placed.png
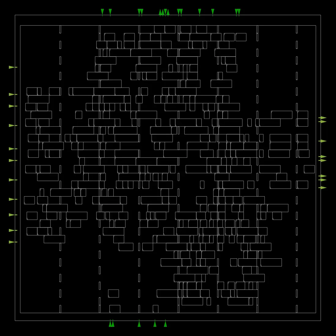
ff_map.png
Scale: 2 px per um. Other sequential cells in the stronger grey, the rest of the logic in the fainter grey.
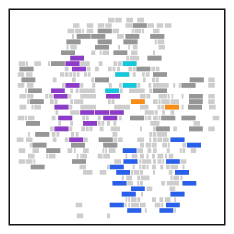
`config.mk`:
```
export PLATFORM = sky130hd
export DESIGN_NAME = seg_scan_ctrl
export DESIGN_NICKNAME = d
export VERILOG_FILES = /design/src/rtl/seg_scan_ctrl.sv
export SDC_FILE = /design/constraint.sdc
export NUM_CORES = 1
export LEC_CHECK = 0
export ABC_CLOCK_PERIOD_IN_PS = 4230
export CORE_MARGIN = 1.5
export CORE_UTILIZATION = 30
export CTS_CLUSTER_DIAMETER = 120
export CTS_CLUSTER_SIZE = 12
export DETAILED_ROUTE_END_ITERATION = 7
export HOLD_SLACK_MARGIN = 0.15
export PLACE_DENSITY_LB_ADDON = 0.25
export SKIP_LAST_GASP = 1
export SYNTH_ARGS = -nofsm -noshare
export SYNTH_HDL_FRONTEND = slang
export SYNTH_SLANG_ARGS = --single-unit
```
`constraint.sdc`:
```
create_clock -name clk -period 4.23 [get_ports clk]
set_input_delay 0.846 -clock clk [delete_from_list [all_inputs] [get_ports clk]]
set_output_delay 0.846 -clock clk [all_outputs]
set_load 0.02 [all_outputs]
```
`src/rtl/seg_scan_ctrl.sv`:
```
// Multiplexed 7-segment scan controller with frame-synchronous,
// double-buffered display data and a per-slot anode blanking gap.
module seg_scan_ctrl #(
  parameter int DIGITS    = 4,
  parameter int CLK_DIV   = 100000,
  parameter int BLANK_CYC = 16
) (
  input  logic                clk,
  input  logic                rst,
  input  logic                load,
  input  logic [4*DIGITS-1:0] data_in,
  input  logic [DIGITS-1:0]   dp_in,
  input  logic [DIGITS-1:0]   en_in,
  output logic [3:0]          nib_out,
  output logic                dec_blank,
  output logic                dp_n,
  output logic [DIGITS-1:0]   an,
  output logic                frame_tick
);

  localparam int CW = $clog2(CLK_DIV);
  localparam int IW = (DIGITS > 1) ? $clog2(DIGITS) : 1;
  localparam logic [CW-1:0] CNT_LAST = CW'(CLK_DIV - 1);
  localparam logic [IW-1:0] IDX_LAST = IW'(DIGITS - 1);

  logic [CW-1:0]       cnt;
  logic [IW-1:0]       idx;
  logic [4*DIGITS-1:0] st_data, sh_data;
  logic [DIGITS-1:0]   st_dp, sh_dp;
  logic [DIGITS-1:0]   st_en, sh_en;
  logic                pending;
  logic                wrapped;

  logic                slot_end;
  logic                boundary;
  logic                in_blank;
  logic                drive;
  logic [DIGITS-1:0]   an_d;
  logic [3:0]          nib_d;

  assign slot_end = (cnt == CNT_LAST);
  assign boundary = slot_end && (idx == IDX_LAST);

  generate
    if (BLANK_CYC == 0) begin : g_noblank
      assign in_blank = 1'b0;
    end else begin : g_blank
      localparam logic [CW-1:0] BC = CW'(BLANK_CYC);
      assign in_blank = (cnt < BC);
    end
  endgenerate

  always_ff @(posedge clk) begin
    if (rst) begin
      cnt     <= '0;
      idx     <= '0;
      st_data <= '0;
      st_dp   <= '0;
      st_en   <= '0;
      sh_data <= '0;
      sh_dp   <= '0;
      sh_en   <= '0;
      pending <= 1'b0;
      wrapped <= 1'b0;
    end else begin
      wrapped <= boundary;
      if (slot_end) begin
        cnt <= '0;
        idx <= boundary ? '0 : idx + 1'b1;
      end else begin
        cnt <= cnt + 1'b1;
      end
      // Boundary copies the old staged set; a coincident load re-arms.
      if (boundary && pending) begin
        sh_data <= st_data;
        sh_dp   <= st_dp;
        sh_en   <= st_en;
        pending <= 1'b0;
      end
      if (load) begin
        st_data <= data_in;
        st_dp   <= dp_in;
        st_en   <= en_in;
        pending <= 1'b1;
      end
    end
  end

  always_comb begin
    an_d  = '1;
    nib_d = sh_data[{idx, 2'b00} +: 4];
    drive = !in_blank && sh_en[idx];
    if (drive) an_d[idx] = 1'b0;
  end

  always_ff @(posedge clk) begin
    if (rst) begin
      an         <= '1;
      dec_blank  <= 1'b1;
      dp_n       <= 1'b1;
      nib_out    <= 4'h0;
      frame_tick <= 1'b0;
    end else begin
      an         <= an_d;
      dec_blank  <= !drive;
      dp_n       <= !(drive && sh_dp[idx]);
      nib_out    <= nib_d;
      frame_tick <= wrapped;
    end
  end

endmodule

```
==> results.yml <==
# yosys + openroad results
outcome:
  outcome: "completed"
logic_synthesis:
  ff_type: "dfxtp_1"
  ys_area_mm2: 0.003247
  ys_ff: 80
  synth.distinct_cells: 37
  synth_area_per_cell_um2: 9.578
  netlist_instances: 339
  ys_seq_share: 0.4933
  aoi_share: 0.09364
  ys_cells: 339
  synthTopCellsByCount: "dfxtp_1 (80), nor2_1 (46), nand4_1 (28)"
  async_flop_share: 0
  muxShareOfSynthArea: 0.1156
  netlist.area_leader.share: 0.4933
  top_cell: "dfxtp_1"
  yosysTopAreaCell: "dfxtp_1"
  synth_area_mm2: 0.003247
  simple_gate_share: 0.1969
power:
  p_seq_frac: 0.581
  share_comb_of_total_power: 0.053
  fin_total_pwr_w: 0.001343
  power_switching_w: 0.0003246
  cell_internal_pwr_w: 0.001018
  clkPwrFrac: 0.366
  powerDensity_mw_per_mm2: 348.0
  peakVddDrop_v: 0.0001242
  comb-power_w: 0.0000705
  p_sw_frac: 0.2418
  power.group.top: "sequential cells"
die:
  die_y_um: 107.0
  fp_util: 0.3117
  dieArea_mm2: 0.01146
  die_w_um: 107.0
  rows: 37
  ios: 38
grt:
  use_met1: 0.1608
  grt_pass1_vias: 2373
  busiest_layer: "met2"
  grt_max_degree: 39
  gr-usage-met3: 0.03161
  grt_pass1_wl_mm: 11.43
cts:
  cts_resized: 0
  cts_made_buffers: 9
  hold_buffers: 0
  ctsLongestPathBuffers: 2
  clk_pin_slew_ns: 0.09
  htreeDepth: 3
  cts_sinks: 80
  clockRootBuffer: "clkbuf_8"
  cts_setup_buffers: 0
worst_setup_path:
  critPathLaunch: "idx[0]"
  critPathLaunchType: "register"
  worst-path-buf-inv: 1
  path_cells: "ha_1 > and2_1 > buf_4 > nand3_1 > o21ai_0 > a21oi_1"
  crit_type: "reg -> reg"
  endpoint: "sh_en[1]"
  slowest_delay_ns: 0.68
  path_depth: 6
  crit_path_max_fanout: 25
  r2r_end: "sh_en[1]"
  r2r_cells: 6
  crit_path_top_delay_cell: "dfxtp_1"
  crit_arrival_ns: 2.88
  timing.rr.start: "idx[0]"
sta:
  skew_ns: 0.01229
  setup_ws_ns: 1.551
  hold_ws_ns: 0.4493
  min_period_ns: 2.679
  setup_viol: 0
  max_slew_margin: 0.4814
  fmax_mhz: 373.3
  final.setup.tns_ns: 0
  finalCritPeriodShare: 0.6333
  drv_slew: 0
route:
  routed_wl_mm: 6.820
  route.met2.wl_mm: 3.151
  drtPass1Iterations: 4
  wire_per_inst_um: 13.50
  num_vias: 2447
  wl_met1_mm: 3.297
  wl_met3_um: 250
  viasPerCell: 4.846
  final_antenna_net_count: 0
final_layout:
  drive_gt1_frac: 0.08672
  nonClkBufAreaFrac: 0.1044
  regMostFlops: "cnt"
  sh_comb_area: 0.3876
  fin_util: 0.3703
  comb_area_mm2: 0.001495
  num-nonclk-buffers: 42
  fin_area_mm2: 0.003857
  reg_top3: "cnt: 17 flops, sh_data: 16 flops, st_data: 16 flops"
  nMultiInputCombCells: 225
  top_area_cell_class: "flip-flops and latches"
  antenna-diode-count: 0
  fin_nets: 397
  seq_area_mm2: 0.001602
placed_design:
  gp_congestion: 0.7582
  placed_cell_area_mm2: 0.003696
  post-dp-hpwl_mm: 4.549
  pre_cts_slack_ns: 1.566
  io_buffer_count: 37
worst_hold_path:
  holdPathStages: 1
  hold_class: "reg -> reg"
job:
  warnings: 29
  cap_viol_max_count: 0
## Picture notes: placed.png
FF+latch count: 80
non-filler cells, final: 505
Seq/total area: 0.4152

## Picture notes: ff_map.png
Cyan stands for sh_en, flops 4. Blue stands for cnt, flops 17. Orange stands for idx, flops 2. Purple stands for sh_data, flops 16.

No activity file was given, so power comes from the tool's default toggle rates.
